<file path="src/rtl/spi_mem_loader_pkg.sv">
// Shared definitions for the SPI parameter-memory loader.
//   MEM_WORDS / WORD_BITS : default memory depth and word/frame width
//   AW                    : address width for the default memory depth
//   state_e               : loader FSM state encoding
package spi_mem_loader_pkg;

  localparam int MEM_WORDS = 10;
  localparam int WORD_BITS = 8;
  localparam int AW        = $clog2(MEM_WORDS);

  typedef enum logic [1:0] {
    IDLE    = 2'd0,
    ADDR    = 2'd1,
    DATA    = 2'd2,
    DISCARD = 2'd3
  } state_e;

endpackage

</file>
<file path="src/rtl/spi_mem_loader_sync.sv">
// Multi-flop synchronizer with rise/fall pulse detection in the clk domain.
//   clk, rst_n : system clock, async active-low reset
//   d          : asynchronous input
//   q          : synchronized level
//   rise, fall : one-clk pulses on synchronized transitions
module sync_edge_detect #(
  parameter int STAGES = 2
) (
  input  logic clk,
  input  logic rst_n,
  input  logic d,
  output logic q,
  output logic rise,
  output logic fall
);

  logic [STAGES-1:0] sync_q, sync_d;
  logic              prev_q, prev_d;

  always_comb begin
    sync_d = {sync_q[STAGES-2:0], d};
    prev_d = sync_q[STAGES-1];
  end

  always_ff @(posedge clk or negedge rst_n) begin
    if (!rst_n) begin
      sync_q <= '0;
      prev_q <= 1'b0;
    end else begin
      sync_q <= sync_d;
      prev_q <= prev_d;
    end
  end

  assign q    = sync_q[STAGES-1];
  assign rise = q & ~prev_q;
  assign fall = ~q & prev_q;

endmodule

</file>
<file path="src/rtl/spi_mem_loader.sv">
// SPI mode-0 slave that streams bytes into the weight/delay parameter memory.
// A transaction is one start-address byte followed by any number of data bytes,
// written to consecutive (wrapping) addresses.
//   clk, rst_n         : system clock (>= 4x sclk), async active-low reset
//   sclk, mosi, cs_n   : SPI slave inputs (asynchronous)
//   miso               : echo of the previously received byte, MSB first
//   data_out, addr_out : memory write data / address
//   write_enable       : one-clk memory write strobe
//   busy               : transaction in progress
//   load_done          : one-clk pulse after a transaction that wrote data
//   addr_err           : sticky, start address was out of range
module spi_mem_loader
  import spi_mem_loader_pkg::*;
#(
  parameter int M           = MEM_WORDS,
  parameter int N           = WORD_BITS,
  parameter int SYNC_STAGES = 2
) (
  input  logic                 clk,
  input  logic                 rst_n,
  input  logic                 sclk,
  input  logic                 mosi,
  input  logic                 cs_n,
  output logic                 miso,
  output logic [N-1:0]         data_out,
  output logic [$clog2(M)-1:0] addr_out,
  output logic                 write_enable,
  output logic                 busy,
  output logic                 load_done,
  output logic                 addr_err
);

  localparam int PW = $clog2(M);
  localparam int CW = $clog2(N);

  logic sclk_s, sclk_rise, sclk_fall;
  logic mosi_s, mosi_rise_unused, mosi_fall_unused;
  logic cs_s, cs_rise_unused, cs_fall_unused;

  sync_edge_detect #(.STAGES(SYNC_STAGES)) u_sync_sclk (
    .clk(clk), .rst_n(rst_n), .d(sclk), .q(sclk_s), .rise(sclk_rise), .fall(sclk_fall)
  );
  sync_edge_detect #(.STAGES(SYNC_STAGES)) u_sync_mosi (
    .clk(clk), .rst_n(rst_n), .d(mosi), .q(mosi_s), .rise(mosi_rise_unused), .fall(mosi_fall_unused)
  );
  sync_edge_detect #(.STAGES(SYNC_STAGES)) u_sync_cs (
    .clk(clk), .rst_n(rst_n), .d(cs_n), .q(cs_s), .rise(cs_rise_unused), .fall(cs_fall_unused)
  );

  state_e          state_q, state_d;
  logic [N-1:0]    rx_q, rx_d;
  logic [N-1:0]    tx_q, tx_d;
  logic [CW-1:0]   bit_cnt_q, bit_cnt_d;
  logic [PW-1:0]   ptr_q, ptr_d;
  logic [N-1:0]    data_q, data_d;
  logic [PW-1:0]   addr_q, addr_d;
  logic            we_q, we_d;
  logic            miso_q, miso_d;
  logic            wrote_q, wrote_d;
  logic            done_pend_q, done_pend_d;
  logic            load_done_q, load_done_d;
  logic            addr_err_q, addr_err_d;

  logic [N-1:0]    assembled;
  logic            last_bit;

  always_comb begin
    state_d     = state_q;
    rx_d        = rx_q;
    tx_d        = tx_q;
    bit_cnt_d   = bit_cnt_q;
    ptr_d       = ptr_q;
    data_d      = data_q;
    addr_d      = addr_q;
    we_d        = 1'b0;
    miso_d      = miso_q;
    wrote_d     = wrote_q;
    done_pend_d = 1'b0;
    load_done_d = 1'b0;
    addr_err_d  = addr_err_q;

    assembled = {rx_q[N-2:0], mosi_s};
    last_bit  = sclk_rise && (bit_cnt_q == CW'(N-1));

    // A write that coincided with cs_n rising reports done one cycle later,
    // so load_done never overlaps its own final strobe.
    if (done_pend_q) load_done_d = 1'b1;

    if (state_q == IDLE) begin
      miso_d    = 1'b0;
      tx_d      = '0;
      rx_d      = '0;
      bit_cnt_d = '0;
      if (!cs_s) begin
        state_d    = ADDR;
        addr_err_d = 1'b0;
        wrote_d    = 1'b0;
      end
    end else begin
      if (sclk_rise) begin
        rx_d      = assembled;
        bit_cnt_d = last_bit ? '0 : CW'(bit_cnt_q + 1'b1);
        if (last_bit) tx_d = assembled;
      end
      if (sclk_fall) begin
        miso_d = tx_q[N-1];
        tx_d   = {tx_q[N-2:0], 1'b0};
      end

      if (last_bit) begin
        case (state_q)
          ADDR: begin
            if (int'(assembled) < M) begin
              ptr_d   = assembled[PW-1:0];
              state_d = DATA;
            end else begin
              addr_err_d = 1'b1;
              state_d    = DISCARD;
            end
          end
          DATA: begin
            we_d    = 1'b1;
            data_d  = assembled;
            addr_d  = ptr_q;
            ptr_d   = (ptr_q == PW'(M-1)) ? '0 : PW'(ptr_q + 1'b1);
            wrote_d = 1'b1;
          end
          default: ;
        endcase
      end

      // Deselect drops any partial byte; a byte completing this cycle still writes.
      if (cs_s) begin
        state_d   = IDLE;
        bit_cnt_d = '0;
        rx_d      = '0;
        if (we_d)         done_pend_d = 1'b1;
        else if (wrote_q) load_done_d = 1'b1;
      end
    end
  end

  always_ff @(posedge clk or negedge rst_n) begin
    if (!rst_n) begin
      state_q     <= IDLE;
      rx_q        <= '0;
      tx_q        <= '0;
      bit_cnt_q   <= '0;
      ptr_q       <= '0;
      data_q      <= '0;
      addr_q      <= '0;
      we_q        <= 1'b0;
      miso_q      <= 1'b0;
      wrote_q     <= 1'b0;
      done_pend_q <= 1'b0;
      load_done_q <= 1'b0;
      addr_err_q  <= 1'b0;
    end else begin
      state_q     <= state_d;
      rx_q        <= rx_d;
      tx_q        <= tx_d;
      bit_cnt_q   <= bit_cnt_d;
      ptr_q       <= ptr_d;
      data_q      <= data_d;
      addr_q      <= addr_d;
      we_q        <= we_d;
      miso_q      <= miso_d;
      wrote_q     <= wrote_d;
      done_pend_q <= done_pend_d;
      load_done_q <= load_done_d;
      addr_err_q  <= addr_err_d;
    end
  end

  assign miso         = miso_q;
  assign data_out     = data_q;
  assign addr_out     = addr_q;
  assign write_enable = we_q;
  assign busy         = (state_q != IDLE);
  assign load_done    = load_done_q;
  assign addr_err     = addr_err_q;

endmodule

</file>
<file path="config.mk">
export PLATFORM = sky130hd
export DESIGN_NAME = spi_mem_loader
export DESIGN_NICKNAME = d
export VERILOG_FILES = /design/src/rtl/spi_mem_loader_pkg.sv /design/src/rtl/spi_mem_loader_sync.sv /design/src/rtl/spi_mem_loader.sv
export SDC_FILE = /design/constraint.sdc
export NUM_CORES = 1
export LEC_CHECK = 0
export CAP_MARGIN = 5
export CORE_ASPECT_RATIO = 1.1
export CORE_MARGIN = 2
export CORE_UTILIZATION = 40
export CTS_CLUSTER_DIAMETER = 150
export DETAILED_ROUTE_END_ITERATION = 8
export PLACE_DENSITY_LB_ADDON = 0.3
export SYNTH_ARGS = -nofsm -noshare
export SYNTH_HDL_FRONTEND = slang
export SYNTH_SLANG_ARGS = --single-unit
export TNS_END_PERCENT = 20
</file>
<file path="constraint.sdc">
create_clock -name clk -period 2.5 [get_ports clk]
set_input_delay 0.25 -clock clk [delete_from_list [all_inputs] [get_ports clk]]
set_output_delay 0.25 -clock clk [all_outputs]
set_load 0.1 [all_outputs]
</file>
==> run_1/met1.png <==
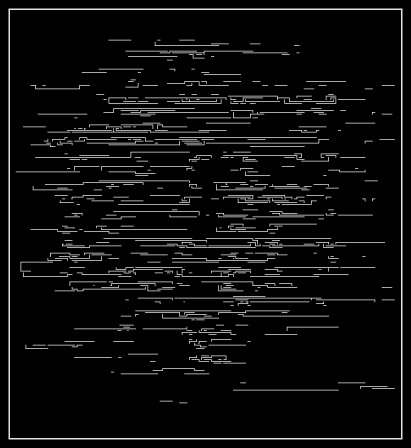
The layer holds 51% of the routed length. The longest straight run is 27.6 microns.
met1 usage: 0.216
DR vias: 1518
final WL: 4.05 mm

==> run_1/met2.png <==
The bar under the picture is 20 microns long.
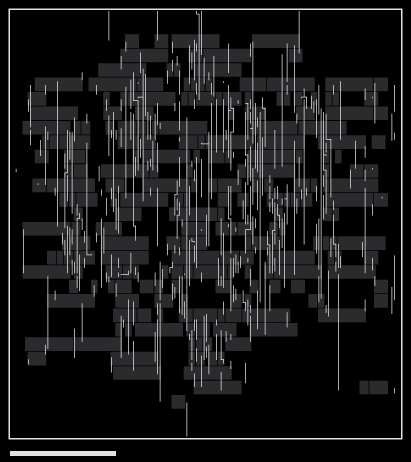
The longest straight run is 40.1 microns. The layer carries 1770 microns of wire. The layer holds 44% of the routed length.
GR Layer Usage met2: 0.222

==> run_1/met3.png <==
The bar under the picture is 20 microns long.
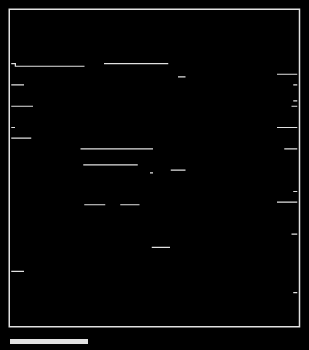
The layer carries 126 microns of wire. The longest straight run is 18.2 microns. The layer holds 3.1% of the routed length.
met3 usage: 0.0389

==> run_1/zoom.png <==
The bar under the picture is 5 microns long. Region (8, 50) to (28, 70) microns. Cells in grey, sequential cells in the stronger grey; small squares are vias.
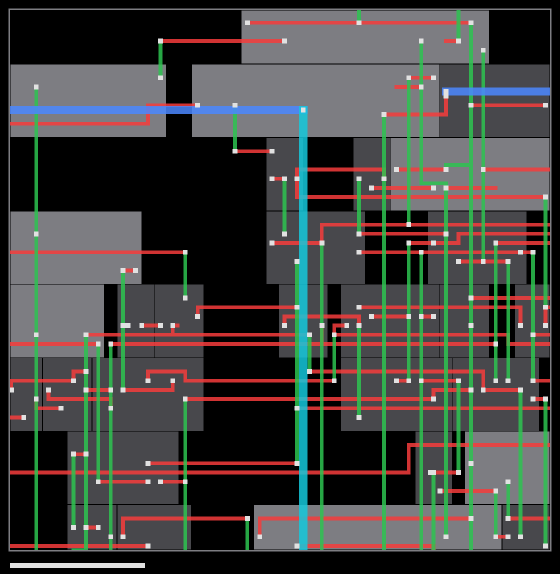
Key: met4 = cyan; met2 = green; met3 = blue; met1 = red
27 logic cells have their middle in the window. Sequential cells in the window: 6. Netlist names of flops here include rx_q (2), tx_q (2), u_sync_mosi.sync_q (2). Most frequent: dfrtp_1 (6).

==> CHANGELOG.md, run 1 <==
## Implementation

- Outcome: finished, final reports clean
- ClkCell Share: 0.0371
- Switch Pwr: between 300 and 400 uW
- Filler cells: ~480
- Hold endpoint: u_sync_sclk.sync_q[1]
- CTS tree: yes
- RR Startpoint: bit_cnt_q[0]
- Synth area leaders: dfrtp_1 (57%), nand2_1 (7.9%), mux2i_1 (3.7%)
- R2R cell count: 6
- Total of max-cap violations: 0
- Invs w/o clock: 15
- Post-synth top cells: dfrtp_1 (49), nand2_1 (45), nor2_1 (17)
- Crit Path Max Fanout: 18
- Most frequent cell after synthesis: dfrtp_1
- Cell class ranked first by area: registers
- Largest net degree at the start of global routing: 23
- Worst Hold Slack: 0.354 ns
- Max-slew headroom: 0.673
- Core area: between 5000 and 6000 sq um
- OpenROAD warning count: 27
- Post-route ant nets: 0
- Core Util, Final: 0.486
- Seq/total area: 0.498
- Post-placement cell area: 2360 sq um
- CTS root buf: clkbuf_8
- Total sequential power: roughly 810 uW
- Die Wd: ~74 microns
- Kind of critical path: reg2reg
- Fmax: between 0.5 and 0.6 GHz
- Nets: 243
- Final Cycle Share: 0.771
- Register area share after synthesis: 0.574
- First-pass GRT wire length: a little under 7 mm
- Gr ovfl total: 0
- Post-synthesis compound-gate area fraction: 0.0995
- Worst path cell trace: ha_1 -> ha_1 -> nand3_4 -> clkinv_4 -> a31oi_2 -> a221o_1
- Min-Delay Startpoint: u_sync_sclk.sync_q[0]
- Yosys cell count: 210
- Comb/total area: 0.325
- Non-clk buf share: 0.0854
- Setup ws final: 0.573 ns
- Clock Power: between 400 and 500 uW
- DR WL/cell: about 14 microns
- Net Sw Frac: 0.243
- Cells after Synth: about 210
- WP buf/inv: 1
- Worst path depth: 6
- First-pass DRT Iterations: 4
- Startpoint types: flip-flop
- Synth Register Bits: approximately 49
- Top power group: registers
- WL met3: 125 microns
- Cell Rows: 27
- Insertion Delay late pin: 0.30 ns
- Actual slew at the worst max-slew pin: 0.491 ns
- Synth cell types: 34
## run 1: what timing repair did
action / in CTS / in global routing
endpoints found under the hold margin: 20 / 0
setup buffers: 0 / 0
hold buffers: 1 / 0
## run 1: state kept, by name, indices dropped and copies added (netlist names), 2 cells and up
signal,count
data_out,8
tx_q,8
rx_q,7
addr_out,4
ptr_q,4
bit_cnt_q,3
state_q,2
u_sync_cs.sync_q,2
u_sync_mosi.sync_q,2
u_sync_sclk.sync_q,2
## run 1: logic make-up after synthesis
kind of cell	after synthesis
DFF	49
muxes	14
adders and majority gates	4
and+or+nand+nor	81
xor gates and xnor gates	1
buffers and inverters	25
AOI/OAI and AO/OA	36
==> run_1/final_congestion.png <==
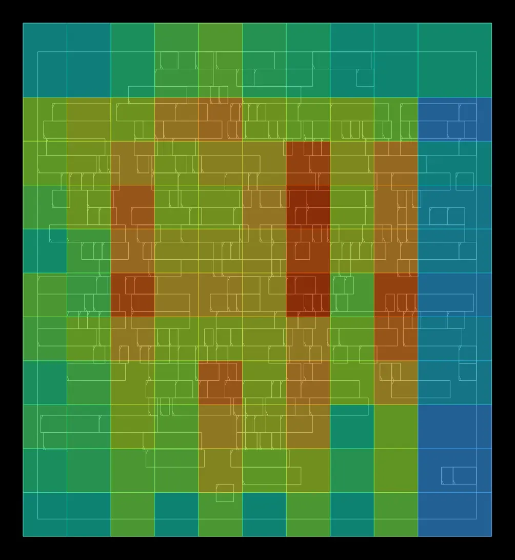

## Run 2: what changed since run 1
==> constraint.sdc (replaced) <==
create_clock -name clk -period 1.58 [get_ports clk]
set_input_delay 0.158 -clock clk [delete_from_list [all_inputs] [get_ports clk]]
set_output_delay 0.158 -clock clk [all_outputs]
set_load 0.1 [all_outputs]
==> run_2/final_congestion.png <==
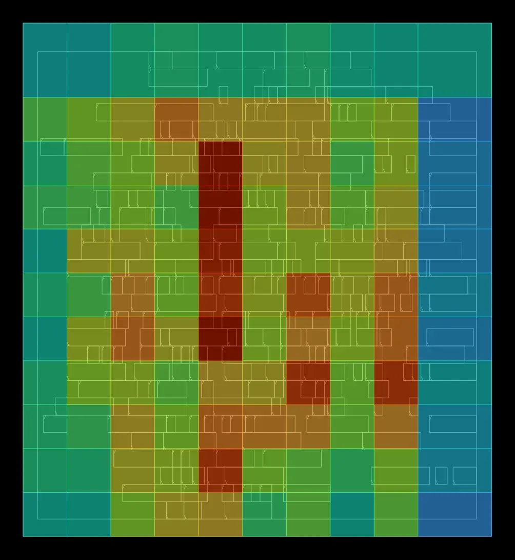
GR Layer Usage met2: 0.256
met1 usage: 0.220

==> run_2/met2.png <==
The bar under the picture is 20 microns long.
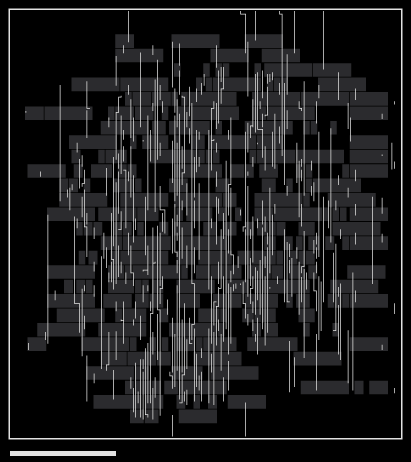
208 nets have wire on it. The longest straight run is 53.7 microns. The layer carries 2240 microns of wire. The wires run mostly vertical.
final WL: 4.41 mm
DR vias: 1565

==> CHANGELOG.md, run 2 <==
## Implementation

- Outcome: finished, final reports clean
- Post-synthesis compound-gate area fraction: 0.0995
- Total of max-cap violations: 0
- Startpoint types: flip-flop
- Filler cells: ~450
- Actual slew at the worst max-slew pin: 0.436 ns
- Seq/total area: 0.426
- Die Wd: 73.7 microns
- Cells after Synth: 210
- Worst path depth: 6
- Kind of critical path: reg2reg
- Non-clk buf share: 0.201
- Post-synth top cells: dfrtp_1 (49), nand2_1 (45), nor2_1 (17)
- Gr ovfl total: 0
- Setup ws final: about 0.020 ns
- Post-route ant nets: 0
- Insertion Delay late pin: roughly 0.3 ns
- Crit Path Max Fanout: 4
- Core area: 5070 sq um
- Synth Register Bits: between 40 and 50
- Invs w/o clock: 15
- Fmax: 0.641 GHz
- Cell Rows: 27
- Setup bufs post-CTS: 0
- Hold Buf Count CTS: 1
- Largest net degree at the start of global routing: 33
- Worst path cell trace: ha_2 -> ha_4 -> and4b_2 -> a31o_4 -> a21oi_2 -> a21oi_1
- Top power group: registers
- Min-Delay Startpoint: mosi
- R2R cell count: 6
- Switch Pwr: between 500 and 600 uW
- Max-slew headroom: 0.709
- Met3 usage: 0.0402
- Clock Power: between 700 and 800 uW
- Yosys cell count: 210
- First-pass GRT wire length: 7.31 mm
- Register area share after synthesis: 0.574
- RR Startpoint: bit_cnt_q[1]
- Synth area leaders: dfrtp_1 (57%), nand2_1 (7.9%), mux2i_1 (3.7%)
- First-pass DRT Iterations: 4
- Net Sw Frac: 0.230
- Hold endpoint: u_sync_mosi.sync_q[0]
- Most frequent cell after synthesis: dfrtp_1
- Synth cell types: 34
- Cell class ranked first by area: registers
- ClkCell Share: 0.0313
- Final Cycle Share: 0.987
==> run 2: cell counts after synthesis <==
No cell type changed its count.
==> run 2: through the flow <==
| stage | power, uW | hold WS, ns | util | cell area [sq um] |
|---|---|---|---|---|
| 2_1_floorplan | 1370 | -0.138 | - | 2140 |
| 3_3_place_gp | 1450 | 0.122 | 0.536 | 2720 |
| 3_5_place_dp | 1450 | 0.128 | 0.536 | 2720 |
| 4_1_cts | 2200 | 0.275 | 0.557 | 2820 |
| 5_1_grt | 2270 | 0.274 | 0.569 | 2880 |
| 6_report | 2180 | 0.288 | 0.569 | 2880 |
==> run 2: cell families after synthesis <==
group,Yosys count
AND/OR/NAND/NOR,81
flip-flops,49
AND-OR/OR-AND,36
buffers and inverters,25
multiplexers,14
adder cells (fa/ha/maj),4
XOR/XNOR,1
==> run_2/zoom.png <==
The bar under the picture is 5 microns long. Region (8, 50) to (28, 70) microns. Cells in grey, sequential cells in the stronger grey; small squares are vias.
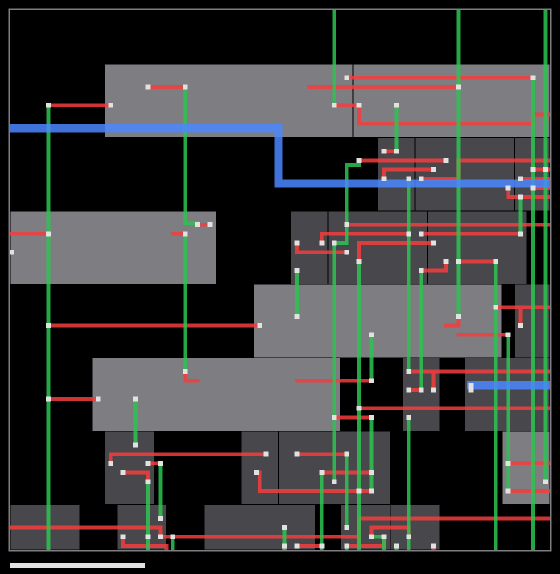

## Run 3: what changed since run 2
--- a/config.mk
+++ b/config.mk
@@ -12,6 +12,7 @@
 export CTS_CLUSTER_DIAMETER = 150
 export DETAILED_ROUTE_END_ITERATION = 8
 export PLACE_DENSITY_LB_ADDON = 0.3
+export SKIP_CTS_REPAIR_TIMING = 1
 export SYNTH_ARGS = -nofsm -noshare
 export SYNTH_HDL_FRONTEND = slang
 export SYNTH_SLANG_ARGS = --single-unit
==> run_3/zoom.png <==
The bar under the picture is 5 microns long. Region (8, 50) to (28, 70) microns. Cells in grey, sequential cells in the stronger grey; small squares are vias.
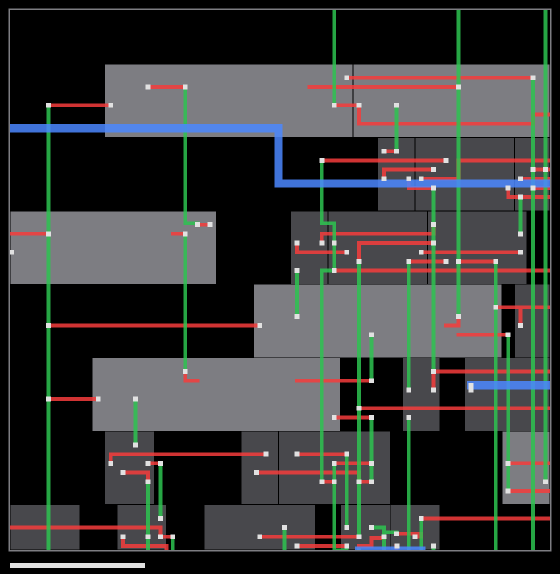
Key: met1 = red; met3 = blue; met2 = green
Sequential cells in the window: 5. Netlist names of flops here include rx_q (2), u_sync_mosi.sync_q (2). Most frequent: dfrtp_1 (5), mux2i_1 (3), nor2_1 (3). 19 logic cells have their middle in the window.

==> CHANGELOG.md, run 3 <==
## Implementation

- Cells after Synth: 210
- Register area share after synthesis: 0.574
- Insertion Delay late pin: roughly 0.30 ns
- Seq/total area: 0.425
- Cell Rows: 27
- CTS tree: yes
- Final Cell Area: roughly 2900 sq um
- OpenROAD warning count: 29
- Met3 usage: 0.0402
- Setup ws final: 0.00569 ns
- Synth cell types: 34
- RR Startpoint: bit_cnt_q[1]
- Crit Path Max Fanout: 4
- DR WL/cell: 14.0 microns
- Die Wd: 73.7 microns
- Post-placement cell area: 2720 sq um
- Gr ovfl total: 0
- Post-route ant nets: 0
- Post-synth top cells: dfrtp_1 (49), nand2_1 (45), nor2_1 (17)
- Fmax: 0.635 GHz
- Cell class ranked first by area: registers
- ClkCell Share: 0.0312
- Worst path cell trace: ha_2 -> ha_4 -> and4b_2 -> a31o_4 -> a21oi_2 -> a21oi_2
- Hold endpoint: u_sync_mosi.sync_q[0]
- Actual slew at the worst max-slew pin: around 0.43 ns
- Filler cells: approximately 450
- Most frequent cell after synthesis: dfrtp_1
- Core Util, Final: 0.569
- Core area: 5070 sq um
- Kind of critical path: reg2reg
- WP buf/inv: 0
- Met1 usage: 0.219
- Synth area leaders: dfrtp_1 (57%), nand2_1 (7.9%), mux2i_1 (3.7%)
- Total power draw: 2170 uW
- First-pass GRT wire length: about 7.3 mm
- Invs w/o clock: 15
- Max-slew headroom: 0.710
- Die Span Y: 80.7 microns
- Worst path depth: 6
- Non-clk buf share: 0.201
- First-pass DRT Iterations: 4
- Total of max-cap violations: 0
- CTS root buf: clkbuf_8
- Comb/total area: 0.296
- Synth Register Bits: 49
- Largest net degree at the start of global routing: 33
- Dpl ws: -0.215 ns
- GR Layer Usage met2: 0.256
- Outcome: finished, final reports clean
- Final Cycle Share: 0.996
==> run_3/met2.png <==
The bar under the picture is 20 microns long.
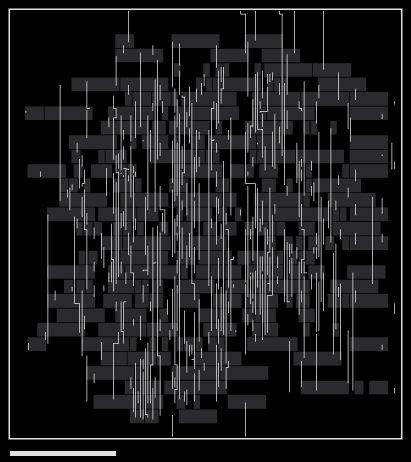
209 nets have wire on it. The layer holds 50% of the routed length. The layer carries 2170 microns of wire. The longest straight run is 53.7 microns.
DR vias: 1572
final WL: 4.33 mm

-- run 3: cell families (layout without fill, tap and decap cells) --
family	count (synthesis)	after routing	share of synthesized area
simple gates	81	81	0.178
flops	49	49	0.574
compound gates	36	36	0.0995
buf+inv	25	66	0.0521
mux	14	14	0.0691
fa+ha+maj	4	4	0.0234
xor+xnor	1	1	0.00410
-- run 3: where the power goes --
part	internal (uW)	switching [uW]
clock network	346	393
registers	1270	14.2
logic	58.9	90.7
-- run 3: layer usage --
metal / wire (microns) / part of all wire
met5: 0 / 0
met4: 39 / 0.0090
met3: 146 / 0.034
met2: 2170 / 0.50
met1: 1980 / 0.46
Power figures rest on the tool's default switching activity, not on a simulated workload.
